<file path="src/rtl/shift_seq_engine_pkg.sv">
// Shared definitions for the multi-cycle shift/rotate engine: opcode encoding,
// FSM state encoding and the opcode legality check.
package shift_pkg;

    localparam logic [2:0] OP_SRA = 3'b000;
    localparam logic [2:0] OP_SRL = 3'b001;
    localparam logic [2:0] OP_SLA = 3'b010;
    localparam logic [2:0] OP_SLL = 3'b011;
    localparam logic [2:0] OP_ROR = 3'b100;
    localparam logic [2:0] OP_ROL = 3'b101;

    typedef enum logic [1:0] {
        IDLE  = 2'd0,
        SHIFT = 2'd1,
        HOLD  = 2'd2
    } state_t;

    // Codes 110 and 111 are unassigned and reported as errors.
    function automatic logic is_legal_op(input logic [2:0] op);
        return (op <= OP_ROL);
    endfunction

endpackage

</file>
<file path="src/rtl/shift_seq_engine_step.sv">
// Single-position shift/rotate of a WIDTH-bit value; purely combinational.
module shift_step
    import shift_pkg::*;
#(
    parameter int WIDTH = 8
) (
    input  logic [WIDTH-1:0] data,
    input  logic [2:0]       opcode,
    output logic [WIDTH-1:0] next
);

    always_comb begin
        next = data;
        case (opcode)
            OP_SRA:  next = {data[WIDTH-1], data[WIDTH-1:1]};
            OP_SRL:  next = {1'b0, data[WIDTH-1:1]};
            OP_SLA:  next = {data[WIDTH-2:0], 1'b0};
            OP_SLL:  next = {data[WIDTH-2:0], 1'b0};
            OP_ROR:  next = {data[0], data[WIDTH-1:1]};
            OP_ROL:  next = {data[WIDTH-2:0], data[WIDTH-1]};
            default: next = data;
        endcase
    end

endmodule

</file>
<file path="src/rtl/shift_seq_engine.sv">
// Multi-cycle shift/rotate engine: accepts one request, applies one single-bit
// step per clock for `amount` clocks, then holds the result until consumed.
module shift_seq_engine
    import shift_pkg::*;
#(
    parameter int WIDTH = 8,
    parameter int AMT_W = 3
) (
    input  logic             clk,
    input  logic             rst_n,
    input  logic             in_valid,
    output logic             in_ready,
    input  logic [WIDTH-1:0] data_i,
    input  logic [2:0]       opcode_i,
    input  logic [AMT_W-1:0] amount_i,
    output logic             out_valid,
    input  logic             out_ready,
    output logic [WIDTH-1:0] result_o,
    output logic             err_o,
    output logic             busy_o
);

    // Handshake: a transfer happens on a rising edge where valid && ready.
    // in_ready is high only in IDLE; out_valid is high only in HOLD and
    // result_o/err_o stay stable until out_ready is seen there.

    state_t           state;
    logic [2:0]       op;
    logic [AMT_W-1:0] cnt;
    logic [WIDTH-1:0] step_next;

    shift_step #(.WIDTH(WIDTH)) u_step (
        .data   (result_o),
        .opcode (op),
        .next   (step_next)
    );

    assign in_ready = (state == IDLE);
    assign busy_o   = (state == SHIFT) || (state == HOLD);

    always_ff @(posedge clk or negedge rst_n) begin
        if (!rst_n) begin
            state     <= IDLE;
            op        <= OP_SRA;
            cnt       <= '0;
            result_o  <= '0;
            out_valid <= 1'b0;
            err_o     <= 1'b0;
        end else begin
            case (state)
                IDLE: begin
                    if (in_valid) begin
                        op  <= opcode_i;
                        cnt <= amount_i;
                        if (!is_legal_op(opcode_i)) begin
                            result_o  <= '0;
                            err_o     <= 1'b1;
                            out_valid <= 1'b1;
                            state     <= HOLD;
                        end else if (amount_i == '0) begin
                            result_o  <= data_i;
                            out_valid <= 1'b1;
                            state     <= HOLD;
                        end else begin
                            result_o <= data_i;
                            state    <= SHIFT;
                        end
                    end
                end
                SHIFT: begin
                    result_o <= step_next;
                    cnt      <= cnt - AMT_W'(1);
                    // The step taken with one position left is the last one.
                    if (cnt == AMT_W'(1)) begin
                        out_valid <= 1'b1;
                        state     <= HOLD;
                    end
                end
                HOLD: begin
                    if (out_ready) begin
                        out_valid <= 1'b0;
                        err_o     <= 1'b0;
                        state     <= IDLE;
                    end
                end
                default: begin
                    out_valid <= 1'b0;
                    err_o     <= 1'b0;
                    state     <= IDLE;
                end
            endcase
        end
    end

endmodule

</file>
<file path="config.mk">
export PLATFORM = sky130hd
export DESIGN_NAME = shift_seq_engine
export DESIGN_NICKNAME = d
export VERILOG_FILES = /design/src/rtl/shift_seq_engine_pkg.sv /design/src/rtl/shift_seq_engine_step.sv /design/src/rtl/shift_seq_engine.sv
export SDC_FILE = /design/constraint.sdc
export NUM_CORES = 1
export LEC_CHECK = 0
export CORE_UTILIZATION = 43
export DETAILED_ROUTE_END_ITERATION = 6
export GPL_TIMING_DRIVEN = 0
export PLACE_DENSITY_LB_ADDON = 0.1
export SLEW_MARGIN = 20
export SYNTH_ARGS = -nofsm -noshare
export SYNTH_HDL_FRONTEND = slang
export SYNTH_HIERARCHICAL = 1
export SYNTH_SLANG_ARGS = --single-unit
</file>
<file path="constraint.sdc">
create_clock -name clk -period 1.45 [get_ports clk]
set_input_delay 0.435 -clock clk [delete_from_list [all_inputs] [get_ports clk]]
set_output_delay 0.435 -clock clk [all_outputs]
set_load 0.01 [all_outputs]
</file>
### PDN straps and rails

Pins as bars on the die edge. Tap cells in gray.
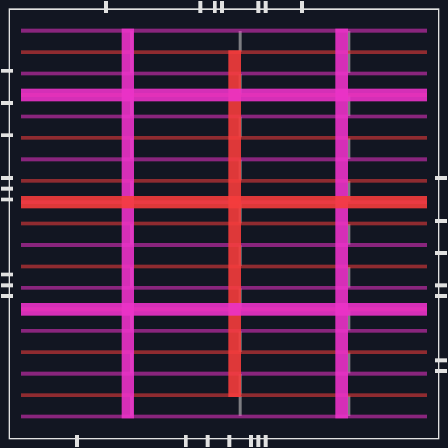
[VSS] magenta
[VDD] red
met5 straps: 3
met1 rails: 19
Die Y: 54.3 um
DIE WIDTH: 54.3 um
worst vdd rail ir drop: 0.00197 V
Floorplan Core Area: 2520 um2

### Cell classes on the final placement

Scale bar: 20 um.
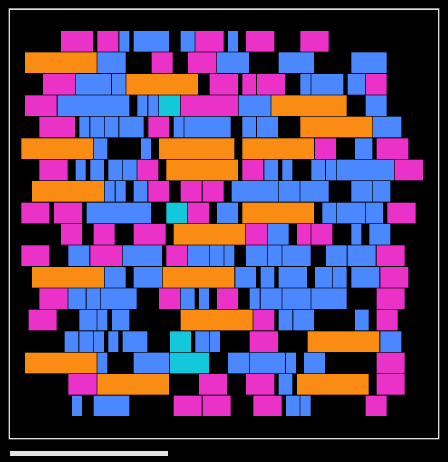
[remaining buffers and delay cells] magenta | cells: 57
[remaining logic cells] blue | cells: 107
[clock drivers and dummy loads] cyan | cells: 4
[sequential cells] orange | cells: 18
sequential share of cell area: 0.246
Layout Utilization: 0.730
post-route cell area: 1840 um2
cell row count: 18

### Where the registers sit

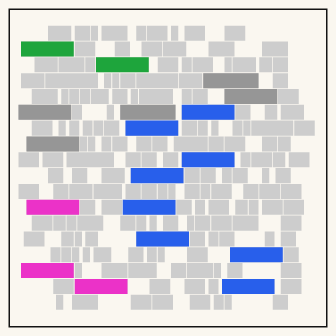
[`cnt`] magenta | placed flops: 3
[`state`] green | placed flops: 2
[`result_o`] blue | placed flops: 8
not colored: 5

==> run notes <==
Main metrics from the flow reports.

The internal power contribution is ~0.0024 W. The end of the worst register-to-register path is state[0]. TritonCTS built the clock tree. For the worst reg-to-reg path, the startpoint reported by OpenROAD is state[1]. The instance area at placement is 1510 um2.

Setup repair after global routing could not meet its margin everywhere. In this run, post-CTS repair resized a total of 29 instances. On the critical path the data arrives at around 1800 ps. The first-pass GRT wire length came out at 4970 um. The required time at the worst-slack endpoint is 1680 ps. STA reports the tightest min-delay check as being of type reg2reg. The number of routed nets with antenna violations is 0.

The via count of the first global-routing pass came out at 1,144. The total setup buffers inserted after CTS is 11. The most common logic cells in the final layout are 21 x sky130_fd_sc_hd__buf_4, 16 x sky130_fd_sc_hd__nand2_1, 16 x sky130_fd_sc_hd__dfrtp_1, 16 x sky130_fd_sc_hd__clkdlybuf4s50_1, 11 x sky130_fd_sc_hd__o21ai_1.

The setup total negative slack came out at -571 ps. The flip-flop and latch count after synthesis is 18. Per the run summary, max-cap violations total 0.

The clock tree skew after final layout came out at 1.07 ps. The number of remaining DRC errors is 0. The final report lists a non-filler cell total of 216.

The post-synthesis cell type with the largest combined area is sky130_fd_sc_hd__dfrtp_1. The chip area in the Yosys report came out at 1180 um2. The worst setup path is captured at a flip-flop. Counting stages on the worst path, the most repeated cell is sky130_fd_sc_hd__buf_4. The number of antenna violations at the first check in global routing is 0. The detailed placement HPWL is around 2100 um. Looking at the setup timing report, the critical path kind is reg2reg.

A synthesized cell averages 9.05 um2. The part of the power in the clock network is 0.076. The net switching power came out at 0.00181 W.

The routed wire length is 3490 um. The maximum clock path buffer count came out at 2. The number of enable flip-flop cells came out at 0. The count of port buffers added during placement came out at 29. The worst setup margin came out at -134 ps. The share of the yosys chip area belonging to registers came out at 0.383. The share of the cycle needed by the critical path after routing is 1.09. The I/O pin count is 30. The most common cell after layout, fill and taps aside is sky130_fd_sc_hd__buf_4. The reg-to-reg setup timing slack is -130 ps. The insertion delay of the later-clocked pin in the worst-skew pair came out at 300 ps. Per the detail_route report, vias per standard cell equal 5.63. The area growth from synthesis to final layout came out at 56.6%. Hold analysis shows the worst path with a depth of 2. The fraction of final layout cells with drive strength greater than 1 came out at 0.301.

The share of synthesized area in the top cell type comes to 0.383. The cell area that synthesis handed to floorplanning was 1180 um2. Sorting the synthesized cells by how often they occur yields 18 x sky130_fd_sc_hd__dfrtp_1, 16 x sky130_fd_sc_hd__nand2_1, 14 x sky130_fd_sc_hd__o21ai_0. The final weighted congestion in routability-driven placement is between 0.7 and 0.8. The final reports fail on setup timing. The total number of vias came out at between 1,000 and 1,500. Of the total power, registers draw 0.226.

The cell count after synthesis came out at 130. The worst slew slack as a fraction of its limit is 0.449. In this run the most critical hold path is launched from cnt[1]. In the post-synthesis netlist, the biggest area contributors are sky130_fd_sc_hd__dfrtp_1 38%, sky130_fd_sc_hd__mux2i_1 7.7%, sky130_fd_sc_hd__o21ai_0 6.0%, sky130_fd_sc_hd__ha_1 5.3%, sky130_fd_sc_hd__a22oi_1 5.1%. The ratio of total power to cell area is 2290 nW/um2. The buffering stage count on the worst path with inverters included is 2. The depth of the most critical reg-to-reg path is 5. The most frequently used flop master after synthesis is sky130_fd_sc_hd__dfrtp_1. The final number of setup-violating endpoints came out at 9. The maximum net fanout on the critical path came out at 4. The highest cell delay on the worst timing path is 410 ps. Per the post-synthesis report, the nets total roughly 150.

The dominant delay contributor by cell family on the critical path is flip-flops. The share of async-settable or async-resettable flops after synthesis came out at 1.00. Yosys stat counts between 100 and 150 cells in the synthesized netlist. The number of buffers created by CTS came out at 3. The layout has roughly 200 filler cells. The number of hold buffers added after CTS came out at 0. STA classifies the critical path startpoint as a flip-flop. The number of OpenROAD warnings came out at 31.

The count of H-tree levels built during CTS is 1. The post-placement worst setup slack came out at -520 ps. The clock transition at the register clock pins on the worst setup and hold paths after CTS came out at 110 ps.

The antenna diode count came out at 0. The final hold violation count recorded for this run is 0. During synthesis, Yosys emitted a total of 6 warnings. The leakage power total is approximately 0.84 nW. Detailed-route iteration 0 reported a violation count of 25. The total clock sinks is 18. The flow ran to the end, but the final reports show violations.

According to the floorplan report, the total die area is 2950 um2. In the hold report, the worst path ends at cnt[1]. Hold is met by 506 ps.

The total overflow reported by the global router is 0. Among all cell types in the netlist, the one instantiated most often is sky130_fd_sc_hd__dfrtp_1. Looking at the critical path, the single cell with the biggest stage delay is sky130_fd_sc_hd__dfrtp_1. The post-route minimum period is between 1500 and 2000 ps. The launch point of the critical path is state[1]. The initial core utilization is 0.466. After layout, the design draws a total of roughly 0.0042 W. The final net count is about 210. The script computed the net switching share of total power as 0.430. In this build the clock could be raised as far as 631 MHz.

The netlist uses 32 different library cells. Entering global routing, the biggest net connects 19 pins. The transition time at the pin with the least slew margin came out at 824 ps.

The cell count after placement is 189. The final max-slew violation count recorded for this run is 0. Clock tree synthesis selected as its root buffer the cell sky130_fd_sc_hd__clkbuf_4. The number of iterations in the first detailed-routing pass came out at 4. The portion of total power attributed to combinational logic came out at 0.698.

Per STA, the worst path is made up of buf_4, ha_1, a222oi_1, buf_4, mux2i_1.
### Routed clock nets over the placement

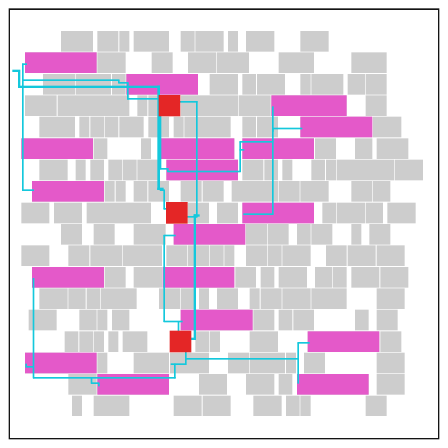
[flip-flops] magenta | count: 18
[clock wires] cyan | length: 244 um
[clock-net drivers] red | count: 3
routed clock nets: 4
flops lie: all over the die

### Track usage over the die

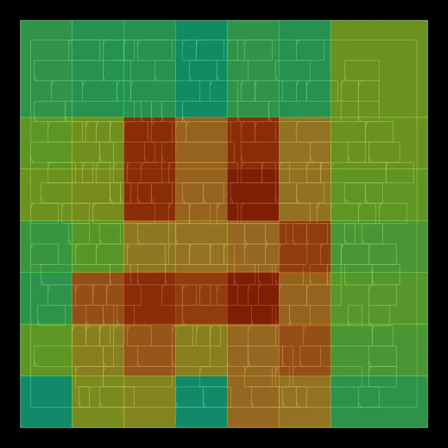
GR met1 Demand/Resource: 0.284
met3 track utilization from global routing: 0.0389
most heavily used metal layer in global routing: met2
post-detailed-route wirelength per cell: 16.2 um
Overall Global Routing Usage: 0.235

-- worst min-delay path, delay by kind of cell (launching register included) --
family,cells,cell delay (ps)
compound gates,1,60
flops,1,360
simple gates,1,50
-- state kept, by name (all words and copies together) (netlist names) --
register / cells
result_o: 8
cnt: 3
op: 3
state: 2
err_o: 1
out_valid: 1
-- layout make-up --
type,count,area [um2],share of cell area
flip-flops and latches,18,453,0.246
plain buffers,6,57.6,0.0312
multi-input cells,100,761,0.413
repair buffers,51,470,0.255
inverters,7,26.3,0.0143
well taps,30,37.5,0.0204
clock buffers,4,36.3,0.0197
-- how the worst max path moves through the flow --
stage,cells after the start,slack [ps],endpoint
floorplan,6,20,cnt[0]
global placement,5,-460,out_valid
detailed placement,5,-520,out_valid
CTS,3,-120,busy_o
global route,5,-230,state[0]
finish,5,-130,state[0]
-- power groups by stage --
| stage | logic (W) | clock network (W) | registers [W] |
|---|---|---|---|
| 3_5_place_dp | 0.00201 | 0 | 0.00104 |
| 3_3_place_gp | 0.00194 | 0 | 0.00102 |
| 4_1_cts | 0.00232 | 0.000326 | 0.000937 |
| 5_1_grt | 0.00319 | 0.000355 | 0.000979 |
| 6_report | 0.00295 | 0.000321 | 0.000952 |
| 2_1_floorplan | 0.00131 | 0 | 0.00102 |
-- routing by layer --
metal	track usage	routed length, um
met1	0.284	1460
met2	0.411	1880
met3	0.0389	125
met4	0.0983	28
met5	0	0
-- logic make-up (layout without fill, tap and decap cells) --
| group | after synthesis | count (layout) | synth area share |
|---|---|---|---|
| AND-OR/OR-AND | 48 | 49 | 0.255 |
| AND/OR/NAND/NOR | 34 | 34 | 0.152 |
| flip-flops | 18 | 18 | 0.383 |
| buffers and inverters | 13 | 68 | 0.0511 |
| multiplexers | 12 | 12 | 0.105 |
| adder cells (fa/ha/maj) | 5 | 5 | 0.0532 |
Power figures rest on the tool's default switching activity, not on a simulated workload.
